[config.mk]
export PLATFORM = sky130hd
export DESIGN_NAME = pipe_stall_ctrl
export DESIGN_NICKNAME = d
export VERILOG_FILES = /design/src/rtl/rvx10_pipe_pkg.sv /design/src/rtl/sat_counter.sv /design/src/rtl/pipe_stall_ctrl.sv
export SDC_FILE = /design/constraint.sdc
export NUM_CORES = 1
export LEC_CHECK = 0
export CAP_MARGIN = 30
export CORE_MARGIN = 2
export CORE_UTILIZATION = 40
export CTS_CLUSTER_DIAMETER = 200
export CTS_CLUSTER_SIZE = 24
export DETAILED_ROUTE_END_ITERATION = 16
export GPL_TIMING_DRIVEN = 0
export PLACE_DENSITY = 0.66
export REMOVE_ABC_BUFFERS = 1
export SLEW_MARGIN = 20
export SYNTH_ARGS = -nofsm -noshare
export SYNTH_HDL_FRONTEND = slang
export SYNTH_HIERARCHICAL = 1
export SYNTH_SLANG_ARGS = --single-unit
[constraint.sdc]
create_clock -name clk -period 2.02 [get_ports clk]
set_input_delay 0.404 -clock clk [delete_from_list [all_inputs] [get_ports clk]]
set_output_delay 0.404 -clock clk [all_outputs]
set_load 0.01 [all_outputs]
[src/rtl/rvx10_pipe_pkg.sv]
// rvx10_pipe_pkg: shared stage/control-case types and the hazard priority decode.
package rvx10_pipe_pkg;
  localparam int CNT_W_DEF = 32;
  typedef enum logic [2:0] {S_F, S_D, S_E, S_M, S_W} stage_e;
  typedef enum logic [2:0] {C_RUN, C_BUBBLE_E, C_LOADUSE, C_REDIRECT, C_FREEZE} ctrl_case_e;
  function automatic ctrl_case_e decode_case(logic busy, logic pcsrc, logic stall, logic flush);
    return busy ? C_FREEZE : pcsrc ? C_REDIRECT : stall ? C_LOADUSE : flush ? C_BUBBLE_E : C_RUN;
  endfunction
endpackage

[src/rtl/sat_counter.sv]
// sat_counter: up-counter that sticks at its maximum instead of wrapping.
module sat_counter #(
  parameter int W = 32
) (
  input  logic         clk,
  input  logic         reset,
  input  logic         inc,
  output logic [W-1:0] count
);
  logic [W-1:0] count_q;
  always_ff @(posedge clk or posedge reset)
    if (reset) count_q <= '0;
    else if (inc && count_q != '1) count_q <= count_q + 1'b1;
  assign count = count_q;
endmodule

[src/rtl/pipe_stall_ctrl.sv]
// pipe_stall_ctrl: turns hazard requests into stage enables/flushes, tracks stage
// validity and counts stall cycles, injected bubbles and retired instructions.
module pipe_stall_ctrl
  import rvx10_pipe_pkg::*;
#(
  parameter int CNT_W = CNT_W_DEF
) (
  input  logic             clk,
  input  logic             reset,
  input  logic             StallReqD,
  input  logic             FlushReqE,
  input  logic             PCSrcE,
  input  logic             DMemBusyM,
  input  logic             IMemValidF,
  output logic             EnF,
  output logic             EnD,
  output logic             EnE,
  output logic             EnM,
  output logic             EnW,
  output logic             FlushD,
  output logic             FlushE,
  output logic             ValidD,
  output logic             ValidE,
  output logic             ValidM,
  output logic             ValidW,
  output logic [CNT_W-1:0] StallCnt,
  output logic [CNT_W-1:0] BubbleCnt,
  output logic [CNT_W-1:0] RetireCnt
);
  ctrl_case_e c;
  logic [4:1] valid_q, valid_d;
  logic       front_en;
  assign c        = decode_case(DMemBusyM, PCSrcE, StallReqD, FlushReqE);
  assign front_en = c == C_RUN || c == C_BUBBLE_E || c == C_REDIRECT;
  assign EnF      = !reset && front_en;
  assign EnD      = !reset && front_en;
  assign EnE      = !reset && c != C_FREEZE;
  assign EnM      = !reset && c != C_FREEZE;
  assign EnW      = !reset && c != C_FREEZE;
  assign FlushD   = !reset && c == C_REDIRECT;
  assign FlushE   = !reset && (c == C_REDIRECT || c == C_LOADUSE || c == C_BUBBLE_E);
  always_comb begin
    valid_d       = '0;
    valid_d[S_D]  = c == C_REDIRECT ? 1'b0 : c == C_LOADUSE ? valid_q[S_D] : IMemValidF;
    valid_d[S_E]  = c == C_RUN ? valid_q[S_D] : 1'b0;
    valid_d[S_M]  = valid_q[S_E];
    valid_d[S_W]  = valid_q[S_M];
  end
  // A freeze holds every stage, so the valid chain simply does not shift.
  always_ff @(posedge clk or posedge reset)
    if (reset) valid_q <= '0;
    else if (c != C_FREEZE) valid_q <= valid_d;
  assign ValidD = valid_q[S_D];
  assign ValidE = valid_q[S_E];
  assign ValidM = valid_q[S_M];
  assign ValidW = valid_q[S_W];
  sat_counter #(.W(CNT_W)) u_stall (
    .clk(clk), .reset(reset), .inc(c == C_LOADUSE || c == C_FREEZE), .count(StallCnt)
  );
  sat_counter #(.W(CNT_W)) u_bubble (
    .clk(clk), .reset(reset), .inc(FlushE), .count(BubbleCnt)
  );
  sat_counter #(.W(CNT_W)) u_retire (
    .clk(clk), .reset(reset), .inc(valid_q[S_W] && c != C_FREEZE), .count(RetireCnt)
  );
endmodule

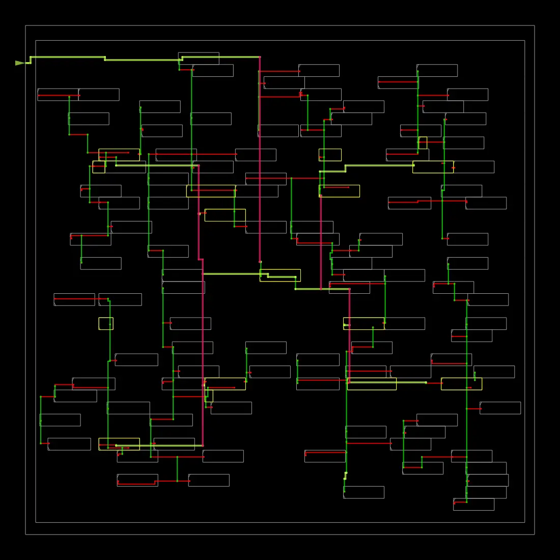
**Above:** run 1 (clock routing).
TritonCTS Buffers: 9
clock latency on the worst-skew pair: 0.35 ns
total clock network power: 0.00186 W
TritonCTS sink count: 100
setup skew after layout: 0.00768 ns

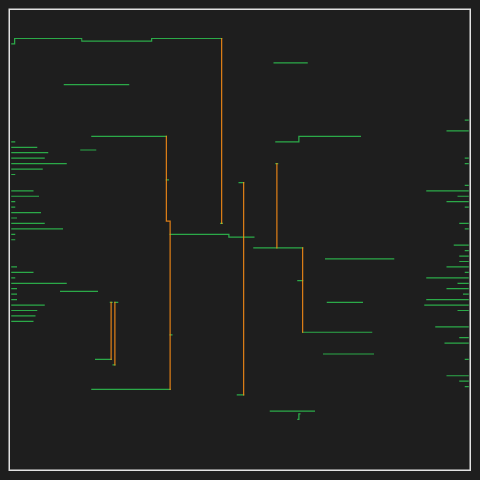
**Above:** run 1 (metal layers overlaid).
(4 px per um) Only two layers are drawn.
Key: orange = metal 4 [wire length 236 um]; green = metal 3 [wire length 516 um]

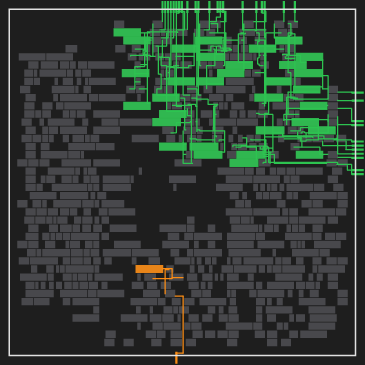
**Above:** run 1 (I/O nets highlighted).
(3 px per um)
Key: orange = ValidW [direction output, end cells 1, buffers 2, wire 50.9 um]; green = StallCnt [direction output, end cells 32, buffers 35, wire 1440 um]

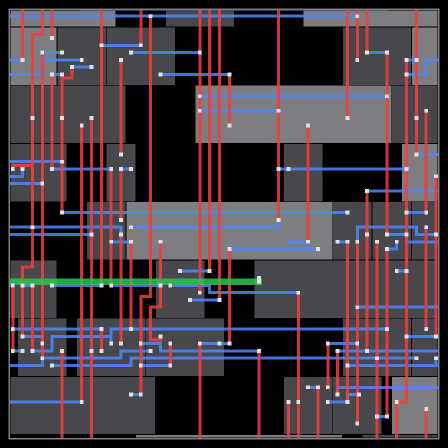
**Above:** run 1 (a small window of the routed layout).
Window x 76 to 96, y 76 to 96 um. Cells in gray, sequential cells in the stronger gray; small squares are vias.
Key: green = metal 3; red = metal 2; blue = metal 1
Netlist names of flops here include u_stall/count (2). Sequential cells in the window: 2. 22 logic cells have their middle in the window. Most frequent: nand3_1 (4), xnor2_1 (3), nand4_1 (2).

-- run 1: per-layer routing --
layer  routed length [um]  up-vias  GRT usage
met2                 6070       99      0.307
met4                  235        0     0.0643
li1                     -     1903          -
met1                 5320     1986      0.236
met3                  515       18     0.0453
met5                    0        -          0
-- run 1: power by group through the flow --
stage	Clock (W)	Combinational (W)	Sequential [W]
finish	0.00186	0.00106	0.00236
CTS	0.00192	0.000834	0.00235
global placement	0	0.000749	0.00238
detailed placement	0	0.000764	0.00239
global route	0.00200	0.00116	0.00239
floorplan	0	0.000316	0.00240
-- run 1: worst max-delay path: cells and delay by family (launching register included) --
| kind | cells | cell delay [ns] |
|---|---|---|
| AOI/OAI and AO/OA | 1 | 0.30 |
| xor gates and xnor gates | 1 | 0.13 |
| buffers and inverters | 1 | 0.31 |
| DFF | 1 | 0.41 |
| and+or+nand+nor | 3 | 0.72 |
-- run 1: through the flow --
stage	setup slack [ns]	TNS, ns	instance area (um2)	cells	power (W)
2_1_floorplan	-0.567	-9.83	4850	428	0.00272
3_3_place_gp	-1.55	-81.74	6160	688	0.00313
3_5_place_dp	-1.54	-75.70	6160	688	0.00315
4_1_cts	0.00190	0	6780	723	0.00510
5_1_grt	-0.0896	-0.373	7070	744	0.00555
6_report	0.0397	0	7070	744	0.00528
-- run 1: cells by family (layout without fill, tap and decap cells) --
| kind of cell | Yosys count | after routing | share of synthesized area |
|---|---|---|---|
| and+or+nand+nor | 197 | 197 | 0.235 |
| DFF | 100 | 100 | 0.509 |
| xor gates and xnor gates | 84 | 84 | 0.150 |
| AOI/OAI and AO/OA | 26 | 26 | 0.0598 |
| buffers and inverters | 23 | 179 | 0.0221 |
| muxes | 8 | 8 | 0.0175 |
| adders and majority gates | 3 | 3 | 0.00763 |
==> run summary, run 1 <==
The layout was made with Yosys and OpenROAD.

The slew at the pin with the worst max-slew slack is 0.677 ns. The report lists the power per cell area as 747 nW/um2. The synthesis warning total is 6. For the finished layout, the period the worst path requires is 1.98 ns. Of the total power, combinational logic draws 0.200. In this run the clock root is driven by a sky130_fd_sc_hd__clkbuf_16. The post-cts hold buffer count is 1. The area of all sequential standard cells is 2520 um2. After filler insertion, the fill cell instance count of the layout stands at 1018. The mapped netlist covers 4920 um2. The script extracted a total leakage power of 2.97 nW. The launch point of the critical path is u_bubble/count[2]. The dominant register cell is sky130_fd_sc_hd__dfrtp_1. The max-capacitance violation count is 0.

The combinational fraction of the cell area is 0.353. The maximum cell stage delay along the critical path is 0.55 ns. The fraction of the cycle the final worst path needs is 0.980. The area fraction of the largest cell type after synthesis is 0.509. The leftover overflow at the end of global routing is 0. The area growth from synthesis to layout is 43.6%.

The most critical setup path has its endpoint at u_bubble/count[27]. At the end of the flow the core is filled with cells to 0.588. The final weighted congestion of routability-driven global placement is 0.803.

The first-pass GRT wire length is 19.5 mm. The maximum fanout along the worst path is 5. After synthesis, the share of flip-flops with an asynchronous set or reset is 1.00. The final-layout non-clock buffer area share is 0.213. The final net count is 602.

The number of flops mapped to enable cells by yosys is 0. The required time of the critical path is 2.25 ns. The region available for standard cell placement spans 12000 um2.

The worst setup path is of the reg -> reg kind. The number of iterations in the first detailed-routing pass is 4. The flow ran to the end, and the final reports show no timing, DRC or antenna violations.

By count the netlist is led by 100 x sky130_fd_sc_hd__dfrtp_1, 78 x sky130_fd_sc_hd__xnor2_1, 66 x sky130_fd_sc_hd__nand3_1, 30 x sky130_fd_sc_hd__and3_1, 30 x sky130_fd_sc_hd__nand4_1. The yosys synthesis chip area is 4920 um2. The via count of the first global-routing pass came to 3889. The maximum level of the CTS H-tree is 3. The aggregate routed wire length is 12.1 mm.

The site row count is 40. The detail route stage leaves a number of antenna-violating nets equal to 0. Per the CTS log, the buffer count on the longest clock path is 2.

Across the placement rows, the number of tap cells is 147. Synthesis instantiated 36 different standard cells from the library. Per the timing report, the achievable frequency comes out to 505 MHz. In this run, post-CTS repair resized a total of 51 instances. The critical path's slowest stage uses the library cell sky130_fd_sc_hd__or4_4. The critical path data arrival time is 2.21 ns.

The synthesized design contains 100 register bits. The average size of a mapped cell is 11.2 um2. The internal portion of the total power is 0.00390 W.

The number of design-rule violations left by the first detailed-router iteration is 218. The portion of the post-synthesis area used by sequential elements is 0.509. Per the cell usage report, the commonest logic cells after layout are 107 x sky130_fd_sc_hd__clkdlybuf4s50_1, 82 x sky130_fd_sc_hd__dfrtp_1, 76 x sky130_fd_sc_hd__xnor2_1. The tightest hold path in the finished design has a slack of 0.173 ns.

Headroom to the max-slew limit came out at 0.548. Registers represent a cell area share of 0.357.
==> run 2: changes to the inputs <==
--- a/config.mk
+++ b/config.mk
@@ -14,7 +14,6 @@
 export GPL_TIMING_DRIVEN = 0
 export PLACE_DENSITY = 0.66
 export REMOVE_ABC_BUFFERS = 1
-export SLEW_MARGIN = 20
 export SYNTH_ARGS = -nofsm -noshare
 export SYNTH_HDL_FRONTEND = slang
 export SYNTH_HIERARCHICAL = 1
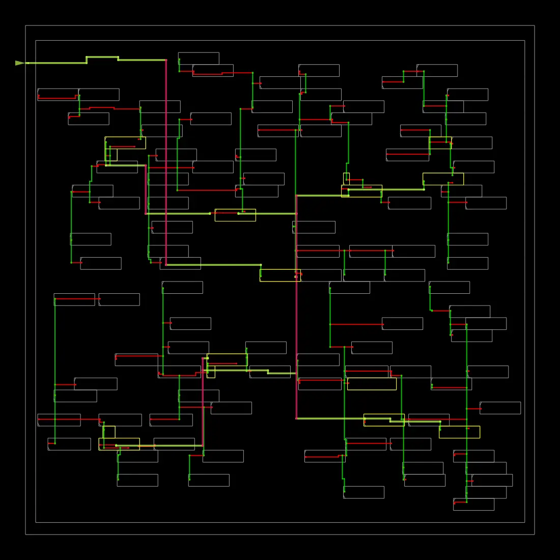
**Above:** run 2 (clock routing).
number of clock buffers in the layout: 11
setup skew after layout: 0.00651 ns

==> run 2 against run 1 <==
  * Die area unchanged
  * Core utilization up 0.53 points
  * Clock-buffer cell count increased by 1
  * Critical path type unchanged
  * Flip-flop count did not move
  * Synthesized area unchanged
  * Combinational power is essentially flat
  * Non-clock buffer count increased by 9
  * Total power fell by 2.6%
  * Worst setup slack lost 0.0084 ns
  * Clock skew fell by 0.0012 ns
  * Critical endpoint unchanged
  * Critical path depth is the same
==> run summary, run 2 <==
The layout was made with Yosys and OpenROAD.

The first-pass GRT wire length is 19.4 mm. The insertion delay of the later-clocked pin in the worst-skew pair is 0.35 ns. Per the log, the first TritonRoute iteration ended with a DRC count of 241.

Dividing the final minimum period by the clock period gives 0.984. The family of cells with the greatest summed delay on the critical path is simple AND/OR/NAND/NOR gates. The iteration count recorded for the first detailed-route pass is 4.

Per the GRT congestion report, total overflow comes to 0. According to the floorplan report, the placeable core area is 12000 um2. The dominant register cell is sky130_fd_sc_hd__dfrtp_1.

The data arrival time reported for the critical path is 2.22 ns. Setup total negative slack on the finished layout was measured at 0 ns. Ranked by power, first place goes to sequential cells. TritonRoute reported its final design rule violation total as 0. The share of flip-flops with an asynchronous set or reset after synthesis is 1.00.

Relative to the synthesized area, the layout overhead comes to 44.9%. The total power after layout is 0.00514 W. The power of the combinational group is 0.00108 W.

For the pin with the worst max-slew slack, the measured transition is 0.679 ns. Row generation in the floorplan step produced 40 rows. Yosys printed 6 warnings. The final timing report derives a shortest allowable period of 1.99 ns. The total routing resource utilization after global routing is 0.184. The path length in cells of the critical path is 6. The post-synthesis instance area is 4920 um2. CTS saw 100 sinks. The final net count is 611. At the end of routability-driven placement, the weighted congestion stood at 0.803. The maximum fanout along the worst path is 5. After detailed routing, the total wire length is 12.1 mm. For reference, the critical path is captured by u_bubble/count[27]. Measured along the y axis, the die boundary spans 115 um.

Together, buffers and inverters on the worst path number 1. Hold timing on the final database bottoms out at a slack of 0.159 ns. The area fraction in mux cells is 0.0175.

The yosys synthesis chip area is 4920 um2. The clock network power reported by the tool is 0.00170 W. Of the total synthesized cell area, the portion taken by full adders, half adders and majority gates is 0.00763.

The synthesized design contains 0 enable-type register cells. Per STA, the highest per-stage delay on the worst path measures 0.51 ns. The number of nets still failing antenna checks after routing is 0.

The share of the synthesized area in the top cell type is 0.509. The launch point of the critical path is u_bubble/count[5]. The library cells used most frequently in the layout, excluding fill and tap cells, are 108 x sky130_fd_sc_hd__clkdlybuf4s50_1, 82 x sky130_fd_sc_hd__dfrtp_1, 77 x sky130_fd_sc_hd__xnor2_1. The share of the Yosys chip area taken by registers is 0.509. The timing report shows that the slowest cell on the worst path is sky130_fd_sc_hd__or4_4. The number of storage elements in the synthesis netlist is 100.

The maximum level of the CTS H-tree is 3. The ratio of routed vias to standard cells is 5.39. The power density relative to cell area is 721 nW/um2. The combinational group share of total power is 0.211.

The and-or/or-and share of the synthesized area is 0.0598. The maximum buffer depth of the clock tree is 2. The cell-mix breakdown from Yosys lists the XOR/XNOR area share as 0.150. The via count of the first global-routing pass is 3856. Yosys mapped the design onto 36 distinct sky130hd cell types. The internal power contribution is 0.00378 W. Looking at the clock tree report, the root buffer type is sky130_fd_sc_hd__clkbuf_16. The flow ran to the end, and the final reports show no timing, DRC or antenna violations. STA classifies the critical path startpoint as a flip-flop. For the worst setup path, the data required time is 2.25 ns. The relative max-transition margin is 0.547. The type of the worst setup path is reg -> reg. Dividing the synthesized area by the synthesized cell count gives 11.2 um2. Sorting the synthesized cells by how often they occur yields 100 x sky130_fd_sc_hd__dfrtp_1, 78 x sky130_fd_sc_hd__xnor2_1, 66 x sky130_fd_sc_hd__nand3_1, 30 x sky130_fd_sc_hd__and3_1, 30 x sky130_fd_sc_hd__nand4_1. Counting the fill cells in the layout gives 1013.

The max-capacitance violation count is 0. Derived from the worst setup path, the maximum achievable clock frequency is 503 MHz. Power attributed to sequential cells is 0.00236 W. The area share of and/or/nand/nor cells after synthesis is 0.235.
-- run 2: netlist changes by cell type in the layout (fill, tap and decap cells not counted), sizes merged --
| cell | previous run | this run |
|---|---|---|
| buf | 43 | 52 |
| bufinv | 2 | 1 |
| clkbuf | 10 | 11 |
| clkdlybuf4s50 | 107 | 108 |
| clkinv | 2 | 1 |
| clkinvlp | 1 | 2 |
| dlymetal6s2s | 1 | 0 |
| inv | 11 | 10 |
-- run 2: cell families after synthesis --
kind of cell    Yosys count
mux                       8
flops                   100
compound gates           26
buf+inv                  23
simple gates            197
xor+xnor                 84
fa+ha+maj                 3
-- run 2: layout make-up --
type                    count  area (um2)  area share
clock inverters             4        50.0     0.00702
inverters                  10        37.5     0.00526
multi-input cells         318        2470       0.346
repair buffers            162        1620       0.228
well taps                 147         184      0.0258
clock buffers              11         243      0.0340
flip-flops and latches    100        2520       0.354
-- run 2: what timing repair did --
item,CTS,global route
endpoints found under the hold margin,4,0
setup buffers,19,26
pin swaps,13,16
gates resized,46,40
hold buffers,1,0
endpoints found under the setup margin,102,49
cloned,1,0
-- run 2: through the flow --
| stage | util | std cells | instance area (um2) | setup slack [ns] |
|---|---|---|---|---|
| after floorplan | - | 428 | 4850 | -0.567 |
| after global placement | 0.513 | 688 | 6160 | -1.55 |
| after detailed placement | 0.520 | 691 | 6250 | -1.52 |
| after CTS | 0.568 | 727 | 6820 | 0.00129 |
| after global routing | 0.594 | 752 | 7130 | -0.0415 |
| final | 0.594 | 752 | 7130 | 0.0313 |
-- run 2: metal layers --
metal | GRT usage | up-vias | wire, um
met3 | 0.0511 | 18 | 511
li1 | - | 1919 | -
met5 | 0 | - | 0
met2 | 0.302 | 107 | 6040
met4 | 0.0570 | 0 | 228
met1 | 0.237 | 2006 | 5290
Power figures rest on the tool's default switching activity, not on a simulated workload.
